**src/rtl/lsu_pkg.sv**
```systemverilog
// lsu_pkg: opcode, funct3, MMIO offset, writeback and FSM definitions for the MEM-stage LSU
package lsu_pkg;
  localparam logic [6:0] OP_LOAD   = 7'b0000011;
  localparam logic [6:0] OP_STORE  = 7'b0100011;
  localparam logic [6:0] OP_BRANCH = 7'b1100011;
  localparam logic [6:0] OP_JAL    = 7'b1101111;
  localparam logic [6:0] OP_JALR   = 7'b1100111;
  localparam logic [2:0] F3_LB  = 3'd0;
  localparam logic [2:0] F3_LH  = 3'd1;
  localparam logic [2:0] F3_LW  = 3'd2;
  localparam logic [2:0] F3_LD  = 3'd3;
  localparam logic [2:0] F3_LBU = 3'd4;
  localparam logic [2:0] F3_LHU = 3'd5;
  localparam logic [2:0] F3_LWU = 3'd6;
  localparam logic [7:0] MMIO_STAT = 8'h00;
  localparam logic [7:0] MMIO_RX   = 8'h04;
  localparam logic [7:0] MMIO_TX   = 8'h08;
  localparam logic [7:0] MMIO_CYC  = 8'h10;
  localparam logic [7:0] MMIO_INS  = 8'h14;
  localparam logic [7:0] MMIO_CLR  = 8'h18;
  localparam logic [1:0] WB_ALU  = 2'd0;
  localparam logic [1:0] WB_LOAD = 2'd1;
  localparam logic [1:0] WB_PC4  = 2'd2;
  typedef enum logic [1:0] {S_IDLE, S_DMEM_WAIT, S_TX_WAIT, S_DONE} state_t;
endpackage

```
**src/rtl/lsu_load_align.sv**
```systemverilog
// lsu_load_align: lane select and sign/zero extension of a load word
module lsu_load_align import lsu_pkg::*; #(
  parameter int XLEN = 32
) (
  input  logic [XLEN-1:0]         rdata,
  input  logic [$clog2(XLEN/8)-1:0] off,
  input  logic [2:0]              funct3,
  output logic [XLEN-1:0]         data
);
  logic [XLEN-1:0] sh, b, h, w, bu, hu, wu;
  assign sh = rdata >> {off, 3'b000};
  assign b  = XLEN'($signed(sh[7:0]));
  assign h  = XLEN'($signed(sh[15:0]));
  assign w  = XLEN'($signed(sh[31:0]));
  assign bu = XLEN'(sh[7:0]);
  assign hu = XLEN'(sh[15:0]);
  assign wu = XLEN'(sh[31:0]);
  assign data = funct3 == F3_LB  ? b  :
                funct3 == F3_LH  ? h  :
                funct3 == F3_LW  ? w  :
                funct3 == F3_LBU ? bu :
                funct3 == F3_LHU ? hu :
                funct3 == F3_LWU ? wu : sh;
endmodule

```
**src/rtl/lsu_mem_stage.sv**
```systemverilog
// lsu_mem_stage: MEM-stage load/store unit with variable-latency dmem handshake,
// UART and counter MMIO, and writeback control
module lsu_mem_stage import lsu_pkg::*; #(
  parameter int              XLEN      = 32,
  parameter int              CNT_W     = 32,
  parameter logic [XLEN-1:0] MMIO_BASE = XLEN'(32'h8000_0000)
) (
  input  logic              clk,
  input  logic              rst_n,
  input  logic              inst_valid,
  input  logic [31:0]       inst,
  input  logic [XLEN-1:0]   addr,
  input  logic [XLEN-1:0]   wdata,
  input  logic              retire,
  output logic              dmem_req,
  output logic [XLEN-1:0]   dmem_addr,
  output logic [XLEN/8-1:0] dmem_we,
  output logic [XLEN-1:0]   dmem_wdata,
  input  logic              dmem_ack,
  input  logic [XLEN-1:0]   dmem_rdata,
  input  logic [7:0]        uart_rx_data,
  input  logic              uart_rx_valid,
  output logic              uart_rx_ready,
  input  logic              uart_tx_ready,
  output logic              uart_tx_valid,
  output logic [7:0]        uart_tx_data,
  output logic              stall,
  output logic              wb_valid,
  output logic [XLEN-1:0]   ld_data,
  output logic [1:0]        wb_sel,
  output logic              reg_wen,
  output logic              misaligned
);
  localparam int NB = XLEN/8;
  localparam int OW = $clog2(NB);
  state_t state;
  logic [CNT_W-1:0] cyc, ins;
  logic [XLEN-1:0] mmio_rd, dmem_ld, wrep;
  logic [NB-1:0] smask;
  logic [OW-1:0] off;
  logic [7:0] moff;
  logic [6:0] opc;
  logic [2:0] f3;
  logic act, is_ld, is_st, mis, mmio, go, tx_wr, clr, unused;
  assign unused = ^{inst[31:15], inst[11:7]};
  assign opc = inst[6:0];
  assign f3 = inst[14:12];
  assign off = addr[OW-1:0];
  assign moff = addr[7:0];
  // Gating with rst_n makes the handshake outputs drop the moment reset asserts
  assign act = rst_n && inst_valid;
  assign is_ld = act && opc == OP_LOAD;
  assign is_st = act && opc == OP_STORE;
  assign mis = (is_ld || is_st) && (f3[1:0] == 2'd1 && addr[0] || f3[1] && addr[1:0] != 2'd0 ||
               XLEN == 64 && f3[1:0] == F3_LD[1:0] && addr[2]);
  assign mmio = addr[XLEN-1:8] == MMIO_BASE[XLEN-1:8];
  assign go = state == S_IDLE && (is_ld || is_st) && !mis;
  assign tx_wr = is_st && mmio && moff == MMIO_TX;
  assign clr = go && is_st && mmio && moff == MMIO_CLR;
  assign smask = f3[1:0] == 2'd0 ? NB'(1) : f3[1:0] == 2'd1 ? NB'(3) : f3[1:0] == 2'd2 ? NB'(15) : '1;
  assign wrep = f3[1:0] == 2'd0 ? {NB{wdata[7:0]}} : f3[1:0] == 2'd1 ? {NB/2{wdata[15:0]}} :
                f3[1:0] == 2'd2 ? {NB/4{wdata[31:0]}} : wdata;
  assign dmem_req = go && !mmio || state == S_DMEM_WAIT;
  assign dmem_addr = dmem_req ? {addr[XLEN-1:OW], OW'(0)} : '0;
  assign dmem_we = dmem_req && is_st ? NB'(smask << off) : '0;
  assign dmem_wdata = dmem_req ? wrep : '0;
  assign stall = go || state == S_DMEM_WAIT || state == S_TX_WAIT;
  assign wb_valid = state == S_IDLE && act && (!(is_ld || is_st) || mis) || state == S_DONE;
  assign misaligned = state == S_IDLE && mis;
  assign wb_sel = !act ? WB_ALU : (opc == OP_JAL || opc == OP_JALR) ? WB_PC4 : opc == OP_LOAD ? WB_LOAD : WB_ALU;
  assign reg_wen = act && !is_st && opc != OP_BRANCH && !mis;
  assign uart_rx_ready = go && is_ld && mmio && moff == MMIO_RX && uart_rx_valid;
  assign uart_tx_valid = tx_wr && uart_tx_ready && (go || state == S_TX_WAIT);
  assign uart_tx_data = uart_tx_valid ? wdata[7:0] : 8'h0;
  // MMIO reads bypass lane alignment: registers are returned as whole zero-extended words
  assign mmio_rd = moff == MMIO_STAT ? XLEN'({uart_rx_valid, uart_tx_ready}) :
                   moff == MMIO_RX   ? (uart_rx_valid ? XLEN'(uart_rx_data) : '0) :
                   moff == MMIO_CYC  ? XLEN'(cyc) :
                   moff == MMIO_INS  ? XLEN'(ins) : '0;
  lsu_load_align #(.XLEN(XLEN)) u_align (
    .rdata (dmem_rdata),
    .off   (off),
    .funct3(f3),
    .data  (dmem_ld)
  );
  always_ff @(posedge clk or negedge rst_n)
    if (!rst_n) begin
      state <= S_IDLE;
      ld_data <= '0;
      cyc <= '0;
      ins <= '0;
    end else begin
      cyc <= clr ? '0 : cyc + 1'b1;
      ins <= clr ? '0 : ins + CNT_W'(retire);
      case (state)
        S_IDLE:
          if (go && !mmio) begin
            if (dmem_ack && is_ld) ld_data <= dmem_ld;
            state <= dmem_ack ? S_DONE : S_DMEM_WAIT;
          end else if (go) begin
            if (is_ld) ld_data <= mmio_rd;
            state <= tx_wr && !uart_tx_ready ? S_TX_WAIT : S_DONE;
          end
        S_DMEM_WAIT:
          if (dmem_ack) begin
            if (is_ld) ld_data <= dmem_ld;
            state <= S_DONE;
          end
        S_TX_WAIT: if (uart_tx_ready) state <= S_DONE;
        default: state <= S_IDLE;
      endcase
    end
endmodule

```
**config.mk**
```make
export PLATFORM = sky130hd
export DESIGN_NAME = lsu_mem_stage
export DESIGN_NICKNAME = d
export VERILOG_FILES = /design/src/rtl/lsu_pkg.sv /design/src/rtl/lsu_load_align.sv /design/src/rtl/lsu_mem_stage.sv
export SDC_FILE = /design/constraint.sdc
export NUM_CORES = 1
export LEC_CHECK = 0
export CORE_MARGIN = 4
export CORE_UTILIZATION = 29
export CTS_CLUSTER_DIAMETER = 80
export CTS_CLUSTER_SIZE = 30
export DETAILED_ROUTE_END_ITERATION = 7
export HOLD_SLACK_MARGIN = 0.06
export REMOVE_ABC_BUFFERS = 1
export SYNTH_ARGS = -nofsm -noshare
export SYNTH_HDL_FRONTEND = slang
export SYNTH_SLANG_ARGS = --single-unit
```
**constraint.sdc**
```tcl
create_clock -name clk -period 6.3 [get_ports clk]
set_input_delay 1.89 -clock clk [delete_from_list [all_inputs] [get_ports clk]]
set_output_delay 1.89 -clock clk [all_outputs]
set_load 0.02 [all_outputs]
```
==> images/registers.png <==
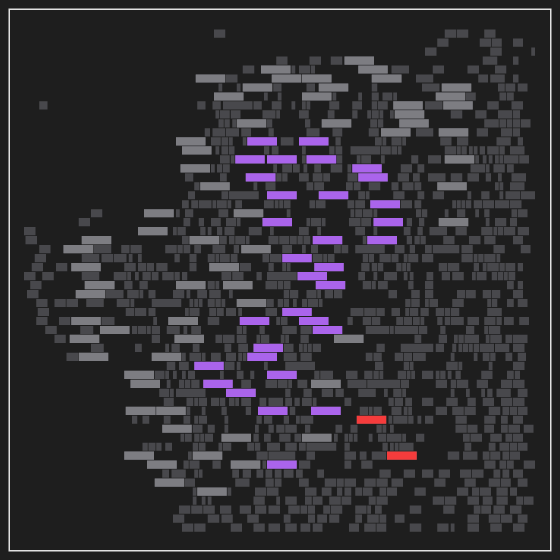
state -> red  # flops 2
cyc -> purple  # flops 32
not coloured = 64
seq pwr: 707 uW
fraction of area in registers: 0.242
final core occ: 0.429
Flop area: 2450 sq um

==> images/final_clocks.png <==
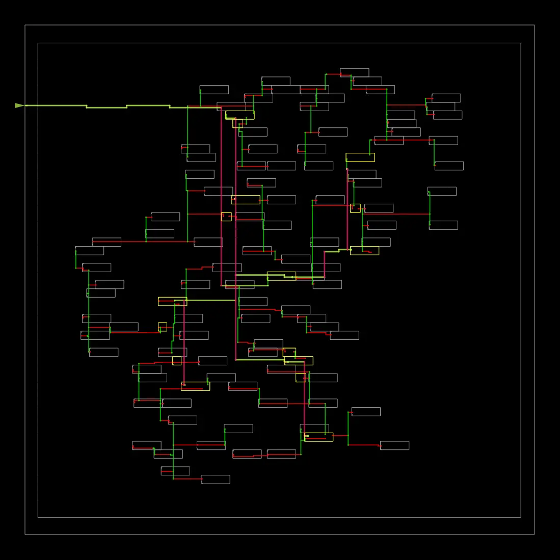
number of sinks driven by the clock tree: 98
final setup skew: 0.00796 ns
total clock buffers created by CTS: 9
Clock net power: 547 uW
sequential cell count of the final layout: 98

==> images/drive_strength.png <==
The bar under the picture is 50 um long.
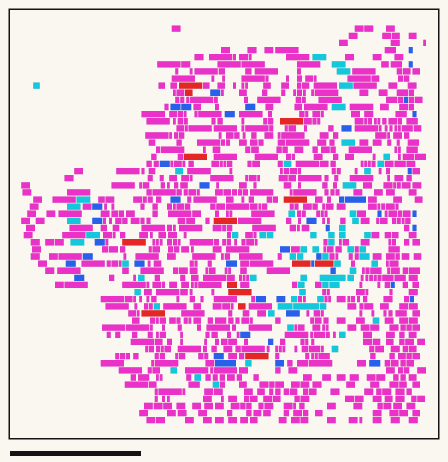
drive 2 -> blue  # cells 44, share 4.1%
drive 3 to 4 -> cyan  # cells 67, share 6.3%
drive 6 and up -> red  # cells 14, share 1.3%
drive 1 or less -> magenta  # cells 944, share 88%

==> images/met4.png <==
Supply wires on this layer in grey.
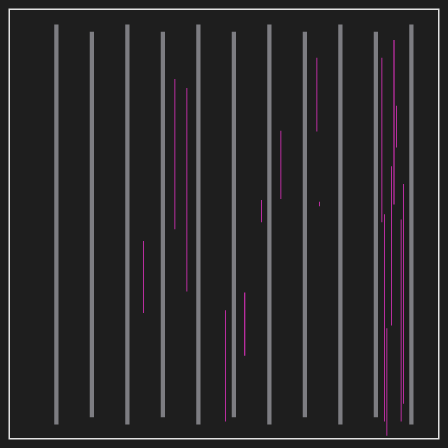
main direction = vertical
share of all routed wire = 2.8%
longest straight run = 83.6 um

==> COMMIT_EDITMSG <==
Store results of the implementation flow

- The pin closest to its max-slew limit shows a slew of 0.935 ns.
* Count of maximum capacitance violations: 0
- The number of global-route vias before repair came to 7,060.
- Pin count of the biggest net entering global routing: 59
* XOR/XNOR Area Share: 0.0699
* Most frequent cell on the critical path: sky130_fd_sc_hd__or3_4
- H-tree lvl count: 3
- Flop pwr share: 0.308
- Together, buffers and inverters on the worst path number 3.
* Last element of the critical path: dmem_we[1]
- Hold Path Origin: ld_data[19]
* Floorplan die width: 164 um
* Power group with the largest share: combinational logic
- The first global-routing pass estimated 41.8 mm of wire.
* Flip-flop cell with the highest count after synthesis: sky130_fd_sc_hd__dfrtp_1
- Initial antenna violation count: 1
- GR met1 Demand/Resource: 0.253
- By area the synthesized netlist is led by sky130_fd_sc_hd__dfrtp_1, sky130_fd_sc_hd__mux2i_1, sky130_fd_sc_hd__nor2_1, sky130_fd_sc_hd__and2_1, sky130_fd_sc_hd__xor2_1.
- Post-synth seq share: 0.350
- Headroom to the max-slew limit came out at 0.371.
- Number of remaining DRC errors: 0
- Area-dominant cell class after layout: combinational gates
- Gate family responsible for the most delay along the worst path: simple AND/OR/NAND/NOR gates
* Combinational share of power: 0.453
- Non-filler instance count after layout: 1,389
- Per the log, the first TritonRoute iteration ended with a DRC count of 484.
- The share of synthesized area in the top cell type comes to 0.350.
* And+or+nand+nor area frac: 0.262
- Root Buffer: sky130_fd_sc_hd__clkbuf_16
- The largest single stage delay on the critical path is 0.44 ns.
* Cell types with the highest counts after synthesis: sky130_fd_sc_hd__nor2_1, sky130_fd_sc_hd__dfrtp_1, sky130_fd_sc_hd__nand2_1
- The worst register-to-register path ends at ld_data[31].
* Length of the first detailed-routing pass in iterations: 5
- Inverters: 13
* Yosys cell count: 822
- Counting I/O delays and the setup requirement, the final critical path takes 6.17 ns.
- Max-slew violation total from the final report: 0
- The detailed router put a total of 11.5 mm of wire on met1.
- Reg2Reg Setup Slack: 3.14 ns
- The worst hold path was traced through 2 stages.
- According to the floorplan report, the placeable core area is 23,600 sq um.
- For this run, the post-layout net count is 1,214.
* Number of cells upsized or downsized after cts: 57
- After its last routability iteration, the placer logged a weighted congestion of 0.850.
* Detail-routed net length per standard cell: 20.2 um
- Crit path launch type: input pin
- The run finished with clean final reports.
No activity file was given, so power comes from the tool's default toggle rates.
